===== config.mk =====
export PLATFORM = sky130hd
export DESIGN_NAME = rvsteel_ram_arbiter
export DESIGN_NICKNAME = d
export VERILOG_FILES = /design/src/rtl/rvsteel_ram_arbiter.sv
export SDC_FILE = /design/constraint.sdc
export NUM_CORES = 1
export LEC_CHECK = 0
export CAP_MARGIN = 30
export CORE_AREA = 2 2 122 124
export CTS_CLUSTER_DIAMETER = 30
export DETAILED_ROUTE_END_ITERATION = 7
export DIE_AREA = 0 0 124 126
export PLACE_DENSITY_LB_ADDON = 0.08
export REMOVE_ABC_BUFFERS = 1
export SYNTH_ARGS = -nofsm -noshare
export SYNTH_HDL_FRONTEND = slang
export SYNTH_SLANG_ARGS = --single-unit

===== constraint.sdc =====
create_clock -name clock -period 2.1 [get_ports clock]
set_input_delay 0.42 -clock clock [delete_from_list [all_inputs] [get_ports clock]]
set_output_delay 0.42 -clock clock [all_outputs]
set_load 0.02 [all_outputs]

===== src/rtl/rvsteel_ram_arbiter.sv =====
// Two-manager arbiter in front of the single-port on-chip RAM.
// Define RVSTEEL_RAM_ARBITER_RR_EN for round-robin, else m0 has fixed priority.
module rvsteel_ram_arbiter (
  input  logic        clock,
  input  logic        reset,

  input  logic [31:0] m0_rw_address,
  output logic [31:0] m0_read_data,
  input  logic        m0_read_request,
  output logic        m0_read_response,
  input  logic [31:0] m0_write_data,
  input  logic [3:0]  m0_write_strobe,
  input  logic        m0_write_request,
  output logic        m0_write_response,

  input  logic [31:0] m1_rw_address,
  output logic [31:0] m1_read_data,
  input  logic        m1_read_request,
  output logic        m1_read_response,
  input  logic [31:0] m1_write_data,
  input  logic [3:0]  m1_write_strobe,
  input  logic        m1_write_request,
  output logic        m1_write_response,

  output logic [31:0] s_rw_address,
  input  logic [31:0] s_read_data,
  output logic        s_read_request,
  input  logic        s_read_response,
  output logic [31:0] s_write_data,
  output logic [3:0]  s_write_strobe,
  output logic        s_write_request,
  input  logic        s_write_response
);

  typedef enum logic [1:0] {
    IDLE  = 2'd0,
    ISSUE = 2'd1,
    WAIT  = 2'd2
  } state_t;

  state_t state;
  state_t state_next;
  logic   grant;
  logic   grant_next;
  logic   last_grant;
  logic   last_next;
  logic   req0;
  logic   req1;
  logic   tie_pick;

  assign req0 = m0_read_request | m0_write_request;
  assign req1 = m1_read_request | m1_write_request;

`ifdef RVSTEEL_RAM_ARBITER_RR_EN
  assign tie_pick = ~last_grant;
`else
  assign tie_pick = 1'b0;
`endif

  always_ff @(posedge clock) begin
    if (!reset) begin
      state      <= IDLE;
      grant      <= 1'b0;
      last_grant <= 1'b1;
    end else begin
      state      <= state_next;
      grant      <= grant_next;
      last_grant <= last_next;
    end
  end

  always_comb begin
    state_next = state;
    grant_next = grant;
    last_next  = last_grant;
    case (state)
      IDLE: begin
        if (req0 | req1) begin
          state_next = ISSUE;
          grant_next = (req0 & req1) ? tie_pick : req1;
          last_next  = grant_next;
        end
      end
      ISSUE: state_next = WAIT;
      WAIT: begin
        if (s_read_response | s_write_response)
          state_next = IDLE;
      end
      default: state_next = IDLE;
    endcase
  end

  always_comb begin
    s_rw_address      = grant ? m1_rw_address : m0_rw_address;
    s_write_data      = grant ? m1_write_data : m0_write_data;
    s_write_strobe    = grant ? m1_write_strobe : m0_write_strobe;
    s_read_request    = 1'b0;
    s_write_request   = 1'b0;
    m0_read_response  = 1'b0;
    m0_write_response = 1'b0;
    m0_read_data      = 32'h0;
    m1_read_response  = 1'b0;
    m1_write_response = 1'b0;
    m1_read_data      = 32'h0;
    if (state == ISSUE) begin
      s_read_request  = grant ? m1_read_request : m0_read_request;
      s_write_request = grant ? m1_write_request : m0_write_request;
    end
    // Return path is combinational so the RAM's response adds no latency.
    if (state == WAIT) begin
      if (grant) begin
        m1_read_response  = s_read_response;
        m1_write_response = s_write_response;
        m1_read_data      = s_read_data;
      end else begin
        m0_read_response  = s_read_response;
        m0_write_response = s_write_response;
        m0_read_data      = s_read_data;
      end
    end
  end

endmodule


Fig. 1: run 1, routed clock nets over the placement
Scale bar: 20 um.
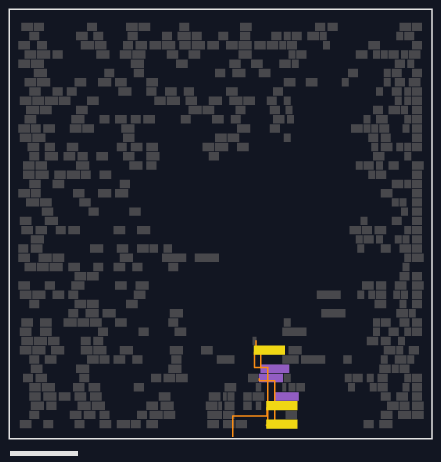
[orange] clock wires | length: 86.5 um
[yellow] cells driving clock nets | count: 3
[purple] flip-flops | count: 3
routed clock nets	4

Fig. 2: run 1, cell placement
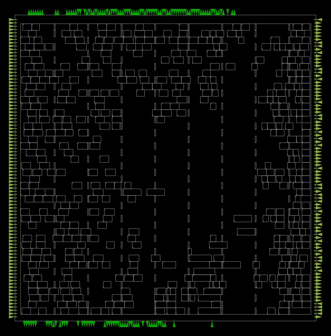
Row Count: 44
TAP cells: 184

Fig. 3: run 1, routed metal, one color a layer
Two of the layers only.
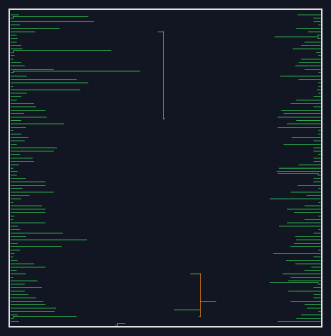
color	layer	wire length
orange	met4	51.7 um
green	met3	1620 um
Via Count: 2509
routed wire length: 10.1 mm
Routed WL per cell: 15.2 um

==> flow_summary_export.csv, run 1 <==
group,metric,value,unit
power,pwr-share-comb,74.4,%
power,seq_power_share,5.1,%
cells_and_area,area_growth_syn_to_layout,211,%
power,p_clk,0.301,mW
synthesis,ys_sh_adder,0,%
critical_path,r2r_cells,3,
synthesis,simple_gate_share,32.9,%
cells_and_area,fin_nets,660,
cells_and_area,finalNonFillerCells,667,
synthesis,synth_cells,170,
cells_and_area,flop_area,63.8,sq um
synthesis,ys_sh_mux,50.7,%
critical_path,arrival,1.57,ns
clock_network,cts_made_buffers,3,
cells_and_area,postLayoutCoreUtil,33.6,%
timing,holdWs,0.574,ns
worst_hold_path,hp-start,"state[0]",
flow_run,cap_violations,0,
synthesis,synth-xor-area-share,0,%
critical_path,r2r_end,"grant",
timing,fin_skew,0.000719,ns
synthesis,netlist_area,0.00155,sq mm
placed_design,place.port_buffers,313,
timing,fmax,0.503,GHz
global_routing,grt_antenna_before_repair,0,
status,status,"complete, no violations",
critical_path,timing.critical_path.from,"grant",
critical_path,start_kind,"flop",
timing,hold_violations,0,
power,p_int,0.946,mW
drt,ant_nets,0,
cells_and_area,finalInstanceArea,0.00481,sq mm
power,power-top-group,"combinational logic",
power,comb_cell_power,1.09,mW
timing,layout_setup_ws,0.110,ns
clock_network,clk_path_buf_depth,2,
die,coreArea,0.0143,sq mm
cells_and_area,fill_cells,1546,
timing,setup_tns,0,ns
drt,vias_per_cell,3.76,
placed_design,place.gp.congestion,0.733,
drt,drt_first_pass_iters,4,
worst_hold_path,min_path_cells,2,
power,peakVddDrop,0.194,mV
placed_design,dp_cells,662,
global_routing,grt_pass1_wl,14.2,mm
timing,fin_crit_sh,94.7,%
drt,drc,0,
synthesis,synth-seq-cells,3,
drt,dr.first_iter.drc_count,18,
timing,tightest_slew,0.283,ns
worst_hold_path,min_to,"state[0]",
synthesis,yosysSeqAreaShare,3.88,%
synthesis,synth_chip_area,0.00155,sq mm
clock_network,htree_levels,1,
critical_path,timing.reg2reg.setup_slack,1.14,ns
clock_network,tritoncts,"built",
power,p_leak,2.27,nW
critical_path,r2r-start,"grant",
power,p_switching,0.523,mW
synthesis,compound_area_share,1.78,%
die,die_y,126,um
synthesis,synthTopCellsByArea,"mux2_2 49%, and2_1 28%, buf_6 9.5%, dfxtp_1 3.9%, mux2i_1 1.3%",
placed_design,dp_slack,-0.0178,ns
clock_network,clkTransAtPathRegs,0.03,ns
clock_network,cts_root_buf,"clkbuf_16",
global_routing,grt-ovfl-total,0,
global_routing,grt_max_degree,35,
synthesis,top_area_share,49.4,%
timing,final_max_slew_viol_count,0,
synthesis,ys_cells,170,
die,fp.dieW,124,um
synthesis,yosys.area.top_type,"mux2_2",
run 1: what timing repair did:
item / 4_1_cts / 5_1_grt
pin swaps: 0 / 0
hold buffers: 0 / 0
setup endpoints to repair: 134 / 1
gates resized: 138 / 1
buffers inserted: 1 / 0
run 1: registers in the layout (all words and copies together) (netlist names):
register	cells
state	2
grant	1
run 1: routing by layer:
metal / share of wire, % / vias to the layer above / GRT usage (%) / routed length [um]
met5: 0 / - / 0 / 0
met4: 0.50 / 0 / 1.19 / 51
met3: 16 / 5 / 5.34 / 1620
met2: 56 / 191 / 25.5 / 5680
met1: 27 / 1101 / 9.89 / 2770
li1: - / 1212 / - / -
run 1: cell type report:
cell class	count	share of cell area, %
Clock buffer	4	1.64
Multi-Input combinational cell	152	27.5
Timing Repair Buffer	323	64.6
Inverter	1	0.130
Sequential cell	3	1.33
Tap cell	184	4.79
run 1: critical path, cell delays in order (launching register included):
cell and delay [ns]:
dfxtp_4 0.43, buf_12 0.21, mux2_2 0.36, dlygate4sd2_1 0.34
run 1: synthesized netlist by cell type (all sizes together):
| cell type | number |
|---|---|
| mux2 | 68 |
| inv | 1 |
| o311a | 1 |
| nor2 | 5 |
| a21oi | 1 |
| clkbuf | 1 |
| and2 | 69 |
| o21ai | 1 |
| dfxtp | 3 |
| o31ai | 1 |
| nand2b | 2 |
| or2 | 1 |
| and3b | 1 |
| mux2i | 2 |
| buf | 13 |
run 1: layout by cell type, fill, tap and decap left out, types with 2 or more instances in the layout:
master | synthesis | layout
mux2_2 | 68 | 68
clkdlybuf4s50_1 | 0 | 175
dfxtp_1 | 3 | 2
buf_12 | 0 | 5
buf_4 | 0 | 5
mux2i_1 | 2 | 2
dlygate4sd2_1 | 0 | 136
and2_1 | 69 | 69
clkbuf_16 | 0 | 3
nor2_1 | 3 | 3
--- run 2 (diff from run 1) ---
Settings changed: SLEW_MARGIN from default to 20.
Fig. 4: run 2, placement by cell class
Scale bar: 20 um.
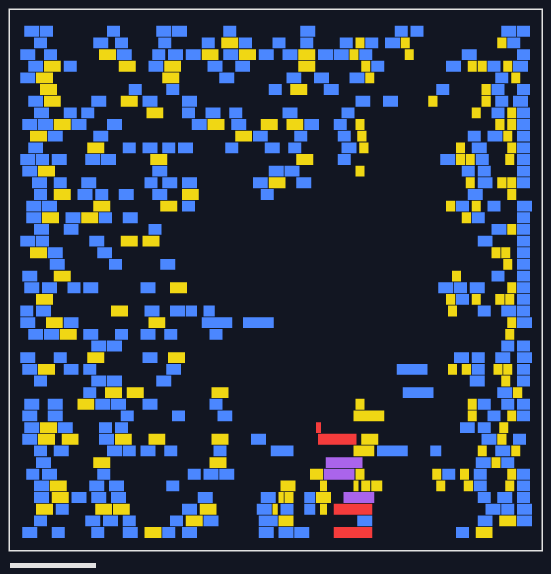
color	class	cells
purple	flip-flops	3
yellow	all other logic	153
red	clock drivers and dummy loads	4
blue	other buffers and delay cells	323

==> run 2 against run 1 <==
Synthesized area is the same. Largest power group unchanged. Synthesized cell count stayed put. Via count did not move. First-iteration DRC count unchanged. Maximum frequency unchanged.
==> flow_summary_export.csv, run 2 <==
group,metric,value,unit
timing,fin_crit_sh,94.7,%
placed_design,place.gp.congestion,0.733,
cells_and_area,top_register,"state",
synthesis,synthTopCellsByArea,"mux2_2 49%, and2_1 28%, buf_6 9.5%, dfxtp_1 3.9%, mux2i_1 1.3%",
drt,ant_nets,0,
drt,via_count,2509,
cells_and_area,largest_reg_flops,2,
synthesis,ff_type,"dfxtp_1",
power,comb_cell_power,1.09,mW
drt,drt_first_pass_iters,4,
die,row_count,44,
clock_network,cts_made_buffers,3,
cells_and_area,fin_nets,660,
synthesis,netlist_area,0.00155,sq mm
clock_network,htree_levels,1,
global_routing,grt-ovfl-total,0,
synthesis,top_area_share,49.4,%
critical_path,cp.required,1.68,ns
power,p_int,0.946,mW
global_routing,grt_max_degree,35,
timing,setup_tns,0,ns
timing,setup_viol_count_final,0,
die,fp_util,10.8,%
critical_path,crit_type,"flop to primary output",
synthesis,top_cell,"and2_1",
cells_and_area,area_growth_syn_to_layout,211,%
cells_and_area,finalNonFillerCells,667,
drt,dr.first_iter.drc_count,18,
timing,fin_skew,0.000719,ns
timing,hold_violations,0,
timing,fmax,0.503,GHz
power,p_leak,2.27,nW
cells_and_area,top_regs,"state x2, grant x1",
drt,finalWirelength,10.1,mm
timing,holdWs,0.574,ns
status,status,"complete, no violations",
drt,wire_per_inst,15.2,um
critical_path,start_kind,"flop",
power,seq_power_share,5.1,%
drt,vias_per_cell,3.76,
synthesis,yosys.area.top_type,"mux2_2",
clock_network,clk_path_buf_depth,2,
synthesis,synthArstFlopShare,0,%
synthesis,yosysWarnings,0,
drt,drc,0,
power,power-top-group,"combinational logic",
timing,final_max_slew_viol_count,0,
cells_and_area,drive_above_1_share,18.2,%
cells_and_area,mostFrequentLayoutCells,"175 x clkdlybuf4s50_1, 136 x dlygate4sd2_1, 69 x and2_1",
power,p_clk,0.301,mW
flow_run,cap_violations,0,
cells_and_area,postLayoutCoreUtil,33.6,%
synthesis,yosys-top-cells-count,"69 x and2_1, 68 x mux2_2, 13 x buf_6",
critical_path,arrival,1.57,ns
placed_design,dp_cells,662,
timing,finalCriticalPeriod,1.99,ns
cells_and_area,layout_top_cell,"clkdlybuf4s50_1",
power,pwr-share-comb,74.4,%
synthesis,edf_count,0,
critical_path,critPathMaxFanout,26,
die,io_pins,314,
synthesis,synth_chip_area,0.00155,sq mm
global_routing,grt_pass1_wl,14.2,mm
placed_design,place.port_buffers,313,
clock_network,tritoncts,"built",
synthesis,ys_cells,170,
synthesis,yosysSeqAreaShare,3.88,%
cells_and_area,diodes,0,
synthesis,synth_cells,170,
timing,tightest_slew,0.283,ns
synthesis,synth-seq-cells,3,
global_routing,grt_antenna_before_repair,0,
power,p_switching,0.523,mW
clock_network,cts_root_buf,"clkbuf_16",
clock_network,clkTransAtPathRegs,0.03,ns
Fig. 5: run 2, supply network
Scale bar: 20 um. Pins as bars on the die edge.
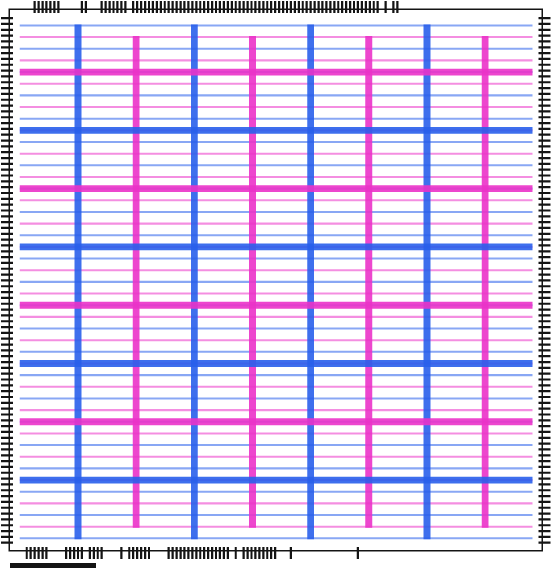
color	net
blue	VSS
magenta	VDD
met4 straps	8
met1 rails	45
Core Area: 0.0143 sq mm
Die Width: 124 um
Die Height: 126 um
Worst VDD drop: 0.194 mV

==> run 2: cell counts after synthesis <==
Identical to the previous run, type by type.
==> run 2: through the flow <==
stage	setup WS [ns]	cell area, sq um
finish	0.110	4810
global route	0.0429	4810
CTS	0.00570	4810
detailed placement	-0.0178	4880
global placement	-0.0149	4880
floorplan	-0.898	1390
==> run 2: logic make-up (layout without fill, tap and decap cells) <==
logic type | count (synthesis) | count (layout) | synth area share (%)
buf+inv | 15 | 328 | 10.7
simple gates | 78 | 78 | 32.9
mux | 70 | 70 | 50.7
compound gates | 4 | 4 | 1.78
flops | 3 | 3 | 3.88
==> run 2: worst max-delay path, cell delays in order (launching register included) <==
cell           delay (ns)
dfxtp_4              0.43
buf_12               0.21
mux2_2               0.36
dlygate4sd2_1        0.34
==> run 2: final cells by class <==
class,count,area [sq um]
Fill cell,1546,9500
Timing Repair Buffer,323,3110
Multi-Input combinational cell,152,1320
Tap cell,184,230
Clock buffer,4,78.8
Sequential cell,3,63.8
Inverter,1,6.26
==> run 2: worst paths after layout <==
| path | slack (ns) | start | end | depth (start not counted) |
|---|---|---|---|---|
| hold / removal | 0.57 | state[0] | state[0] | 2 |
| hold reg to reg | 0.57 | state[0] | state[0] | 2 |
| setup reg to reg | 1.14 | grant | grant | 3 |
| setup / recovery | 0.11 | grant | s_rw_address[30] | 3 |
==> run 2: metal layers <==
metal	track usage, %	routed length [um]	share of wire (%)
met2	25.5	5680	56
met4	1.19	51	0.50
met5	0	0	0
met3	5.34	1620	16
met1	9.89	2770	27
==> run 2: repair_timing <==
item / 4_1_cts / 5_1_grt
resized: 138 / 1
hold buffers: 0 / 0
setup endpoints to repair: 134 / 1
buffers inserted: 1 / 0
Power and IR drop assume default switching activity.
